--- config.mk ---
export PLATFORM = sky130hd
export DESIGN_NAME = conv_stream_tx
export DESIGN_NICKNAME = d
export VERILOG_FILES = /design/src/rtl/conv_stream_tx.sv
export SDC_FILE = /design/constraint.sdc
export NUM_CORES = 1
export LEC_CHECK = 0
export CAP_MARGIN = 40
export CORE_MARGIN = 3
export CORE_UTILIZATION = 50
export DETAILED_ROUTE_END_ITERATION = 8
export GPL_ROUTABILITY_DRIVEN = 0
export PLACE_DENSITY_LB_ADDON = 0.15
export SYNTH_ARGS = -nofsm -noshare
export SYNTH_HDL_FRONTEND = slang
export SYNTH_SLANG_ARGS = --single-unit
--- constraint.sdc ---
create_clock -name clk_i -period 4.5 [get_ports clk_i]
set_input_delay 0.9 -clock clk_i [delete_from_list [all_inputs] [get_ports clk_i]]
set_output_delay 0.9 -clock clk_i [all_outputs]
set_load 0.01 [all_outputs]
--- src/rtl/conv_stream_tx.sv ---
`default_nettype none
// conv_stream_tx: buffers the free-running convolved pixel stream in a small FIFO
// and re-emits it on a valid/ready stream tagged with sof/eol/eof frame markers.
module conv_stream_tx #(
  parameter int DATA_W     = 8,
  parameter int KERNEL_W   = 3,
  parameter int RESOLUTION = 512,
  parameter int FIFO_DEPTH = 16
) (
  input  logic                        clk_i,
  input  logic                        arstn_i,
  input  logic [DATA_W-1:0]           pixel_i,
  input  logic                        pixel_valid_i,
  output logic [DATA_W-1:0]           data_o,
  output logic                        valid_o,
  input  logic                        ready_i,
  output logic                        sof_o,
  output logic                        eol_o,
  output logic                        eof_o,
  output logic                        frame_done_o,
  output logic                        overflow_o,
  output logic [$clog2(FIFO_DEPTH):0] fifo_level_o
);

  localparam int OUT_W = RESOLUTION - KERNEL_W + 1;
  localparam int AW    = $clog2(FIFO_DEPTH);
  localparam int LW    = AW + 1;
  localparam int CW    = (OUT_W > 1) ? $clog2(OUT_W) : 1;
  localparam logic [CW-1:0] LAST = CW'(OUT_W - 1);
  localparam logic [LW-1:0] FULL = LW'(FIFO_DEPTH);

  typedef enum logic [1:0] {ST_IDLE = 2'd0, ST_RUN = 2'd1, ST_DONE = 2'd2} state_t;

  logic [DATA_W-1:0] mem [FIFO_DEPTH];
  logic [AW-1:0]     wr_ptr;
  logic [AW-1:0]     rd_ptr;
  logic [LW-1:0]     level;
  logic [DATA_W-1:0] out_data;
  logic              out_valid;
  logic [CW-1:0]     col;
  logic [CW-1:0]     row;
  logic              overflow;
  state_t            state;

  logic handshake;
  logic pop;
  logic push;
  logic col_last;
  logic row_last;
  logic out_valid_next;

  assign handshake      = out_valid & ready_i;
  // The output register refills whenever it is empty or being consumed.
  assign pop            = (level != '0) & (~out_valid | ready_i);
  assign push           = pixel_valid_i & ((level != FULL) | pop);
  assign col_last       = (col == LAST);
  assign row_last       = (row == LAST);
  assign out_valid_next = pop | (out_valid & ~handshake);

  assign data_o       = out_data;
  assign valid_o      = out_valid;
  assign sof_o        = out_valid & (row == '0) & (col == '0);
  assign eol_o        = out_valid & col_last;
  assign eof_o        = out_valid & col_last & row_last;
  assign frame_done_o = (state == ST_DONE);
  assign overflow_o   = overflow;
  assign fifo_level_o = level;

  always_ff @(posedge clk_i) begin
    if (push) mem[wr_ptr] <= pixel_i;
  end

  always_ff @(posedge clk_i or negedge arstn_i) begin
    if (!arstn_i) begin
      wr_ptr    <= '0;
      rd_ptr    <= '0;
      level     <= '0;
      out_data  <= '0;
      out_valid <= 1'b0;
      col       <= '0;
      row       <= '0;
      overflow  <= 1'b0;
      state     <= ST_IDLE;
    end else begin
      if (push) wr_ptr <= wr_ptr + AW'(1);
      if (pop)  rd_ptr <= rd_ptr + AW'(1);

      if (push && !pop)      level <= level + LW'(1);
      else if (!push && pop) level <= level - LW'(1);

      if (pop) out_data <= mem[rd_ptr];
      out_valid <= out_valid_next;

      if (handshake) begin
        if (col_last) begin
          col <= '0;
          row <= row_last ? '0 : row + CW'(1);
        end else begin
          col <= col + CW'(1);
        end
      end

      if (pixel_valid_i && !push) overflow <= 1'b1;

      case (state)
        ST_IDLE: if (pop) state <= ST_RUN;
        ST_RUN:  if (handshake && eof_o) state <= ST_DONE;
        ST_DONE: begin
          // A one-line, one-column frame can complete again while still in DONE.
          if (handshake && eof_o) state <= ST_DONE;
          else if (out_valid_next) state <= ST_RUN;
          else state <= ST_IDLE;
        end
        default: state <= ST_IDLE;
      endcase
    end
  end

endmodule
`default_nettype wire

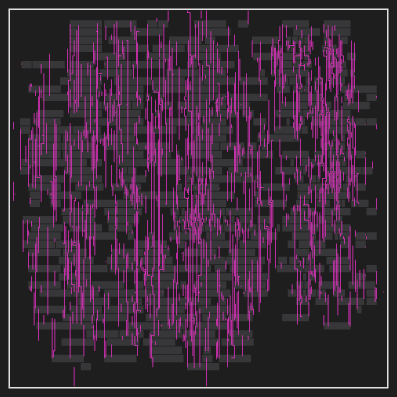
layer_met2.png
Scale: 3 px per um. Cells faint in the background.
- main direction: vertical
- share of all routed wire: 50%
- wire length on this layer: 6,840 um

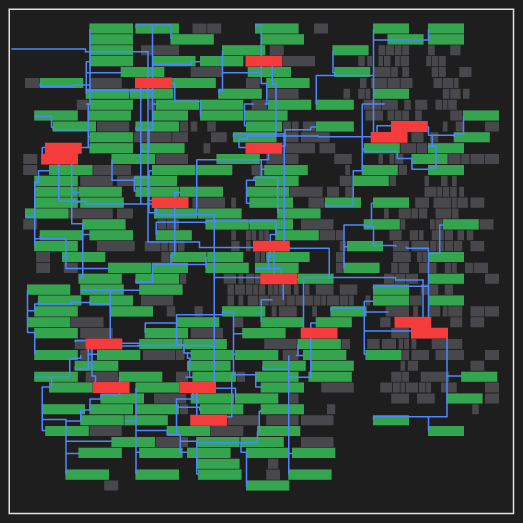
clk_routes.png
Scale: 4 px per um.
- clock drivers: red (count 17)
- flip-flops: green (count 171)
- clock wires: blue (length 1,930 um)
- routed clock nets: 18
- flops lie: spread over the die

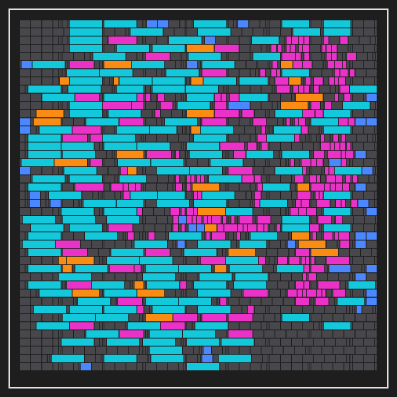
placement_by_type.png
Scale: 3 px per um. Fill, decap, tap and diode cells in grey.
- combinational and other logic: magenta (cells 242; share of their area 26%)
- flops: cyan (cells 171; share of their area 61%)
- other buffers and delay cells: blue (cells 39; share of their area 4.9%)
- clock drivers and dummy loads: orange (cells 32; share of their area 7.4%)
sequential cell area share: 0.596
core area: 13,900 um^2
cell area after layout: 8260 um^2
post-layout util: 0.593
cell row count: 43

## flip-flops by register name (all words and copies together) (netlist names)
register,cells
valid_o,1
data_o,8
wr_ptr,4
col,9
mem,128
overflow_o,1
state,2
fifo_level_o,5
row,9
rd_ptr,4
## worst reg2reg max path, stage by stage, from the launching register on
cell and delay [ns]:
dfrtp_1 0.47, nor4_4 0.45, a31oi_2 0.29, ha_1 0.28
inv_1 0.15, ha_1 0.29, a21o_1 0.18, a21oi_1 0.17
mux2i_1 0.23, xnor2_1 0.13
## report_power, final
| group | switching [mW] | internal, mW |
|---|---|---|
| clock network | 0.673 | 0.796 |
| registers | 0.285 | 1.95 |
| logic | 0.596 | 0.708 |
| total | 1.55 | 3.45 |
## stage by stage
stage               hold WS [ns]  power (mW)  utilization  cell area [um^2]  setup slack (ns)
floorplan                  0.453        3.14            -              7160              1.56
global placement           0.452        3.55        0.546              7610             0.966
detailed placement         0.460        3.59        0.550              7660             0.918
CTS                        0.434        5.06        0.593              8260              1.26
global route               0.471        5.27        0.593              8260              1.02
finish                     0.425        5.01        0.593              8260              1.27
## cells by family after synthesis
logic type / Yosys count / share of synthesized area
DFF: 171 / 0.687
and+or+nand+nor: 91 / 0.0687
AOI/OAI and AO/OA: 66 / 0.0552
muxes: 43 / 0.120
buffers and inverters: 33 / 0.0231
adders and majority gates: 16 / 0.0290
xor gates and xnor gates: 14 / 0.0171
## layout make-up
| class | count | area [um^2] | share of cell area |
|---|---|---|---|
| sequential | 171 | 4920 | 0.596 |
| multi-input combinational | 230 | 2080 | 0.252 |
| clock buffer | 17 | 425 | 0.0515 |
| timing repair buffer | 39 | 392 | 0.0474 |
| tap | 180 | 225 | 0.0273 |
| clock inverter | 15 | 170 | 0.0206 |
| inverter | 12 | 45.0 | 0.00545 |
==> flow_summary_export.csv <==
group,metric,value,unit
clock_tree,htreeDepth,4,
critical_path,slowest_stage,"clkdlybuf4s50_1",
hold_path,hp-class,"input port to async pin",
yosys,synth_area,7160,um^2
global_routing,grt_max_degree,36,
floorplanning,ios,31,
critical_path,reg2reg_from,"fifo_level_o[1]",
final_timing,post-route-period-util,0.717,
critical_path,critPathMaxFanout,6,
detailed_routing,dr.max_layer_used,"met4",
global_routing,gr-usage-met1,0.250,
clock_tree,cts.path.max_buffers,2,
layout,layout_top_cell,"edfxtp_1",
critical_path,critPathCapture,"sof_o",
clock_tree,cts_resized,0,
yosys,common_cells,"edfxtp_1 (128), dfrtp_1 (43), mux4_2 (28)",
critical_path,worstSetupStartpoint,"col[0]",
layout,nets,499,
yosys,edf_count,128,
global_routing,use_met2,0.294,
critical_path,criticalPathCategory,"flip-flop to output port",
critical_path,slowest_delay,0.58,ns
final_timing,clock-skew-final,0.0100,ns
global_routing,grt_usage,0.187,
place,post-place-cells,632,
layout,lay_top_cells,"edfxtp_1 (128), dfrtp_1 (41), clkdlybuf4s50_1 (29), mux4_2 (28), nor2_1 (22)",
power_and_ir_drop,p_per_area,606,nW/um^2
yosys,syn-num-nets,462,
detailed_routing,wl_met1,5.86,mm
layout,layout.cells.non_filler,664,
critical_path,reg2reg_depth,9,
global_routing,grt_pass1_wl,22.3,mm
detailed_routing,met2_length,6.84,mm
critical_path,cp_num_cells,6,
detailed_routing,via_per_inst,5.82,
yosys,ys_warn_count,0,
power_and_ir_drop,p_leak,2.89,nW
final_timing,maxSlewViolCount,0,
yosys,synthCells,434,
yosys,ys_area,7160,um^2
clock_tree,cts-hold-fix-buffers,0,
final_timing,hold_viol,0,
floorplanning,die_w,126,um
critical_path,r2r_slack,1.79,ns
global_routing,grt_pass1_vias,4006,
floorplanning,die-area,15800,um^2
final_timing,finalSetupTns,0,ns
critical_path,cp-end-kind,"output port",
layout,diodes,0,
yosys,top_cells_by_area,"edfxtp_1 (54%), dfrtp_1 (15%), mux4_2 (8.8%), ha_1 (2.6%), mux2_2 (1.6%)",
global_routing,met3_usage,0.0500,
detailed_routing,postRouteAntennaNets,0,
power_and_ir_drop,vdd_ir_drop_max,0.572,mV
final_timing,fmaxAchievable,310,MHz
yosys,syn_area_per_cell,16.5,um^2
layout,fillCellCount,1024,
clock_tree,clk_pin_slew,0.07,ns
yosys,yosys_cells,434,
clock_tree,post-cts-setup-buffers,0,
critical_path,cp_top_family,"buffers and inverters",
yosys,ys_types,52,
status,run_status,"complete, no violations",
detailed_routing,wl_per_cell,20.6,um
yosys,most_common_cell,"edfxtp_1",
layout,syn_to_final_growth,15.3,%
place,numPortBuffers,30,
detailed_routing,routed_wl,13.7,mm
yosys,ff_type,"edfxtp_1",
critical_path,crit_required,3.60,ns
place,detailed_place_hpwl,9.00,mm
layout,drive_gt1_frac,0.186,
floorplanning,fp_util,0.514,
critical_path,cp_cell_sequence,"inv_1, ha_1, nor4b_1, nand4_1, nor4_1, clkdlybuf4s50_1",
clock_tree,numCtsBuffers,17,
final_timing,rsz0062_at_grt,"false",
detailed_routing,vias,3863,
detailed_routing,first_pass_iters,4,
clock_tree,cts_root_buf,"clkbuf_16",
run,drv_cap,0,
yosys,netlist.top_cell.by_area,"edfxtp_1",
yosys,async_reset_ff_frac,0.251,
clock_tree,clock_latency,0.43,ns
run,warning_count,33,
final_timing,period_needed,3.23,ns
floorplanning,fp.dieH,126,um
yosys,synth_flops,171,
critical_path,cp_num_buf_inv,2,
global_routing,antenna_found_initial,0,
yosys,yosys.area.top_type_share,0.537,
final_timing,worst_slew_pin_slew,0.849,ns
global_routing,grt_overflow_total,0,
global_routing,top_usage_layer,"met2",
final_timing,finalSetupViolations,0,
critical_path,r2r-end,"fifo_level_o[4]",
final_timing,slew_headroom,0.432,
clock_tree,clock-sinks,171,
clock_tree,cts_tree,"done",
critical_path,cp_data_arrival_time,2.33,ns
detailed_routing,wl_met3,625,um
critical_path,start_kind,"flip-flop",
detailed_routing,drc_errors,0,
yosys,postSynthSeqShare,0.687,
detailed_routing,dr.first_iter.drc_count,269,
Power and IR drop assume default switching activity.
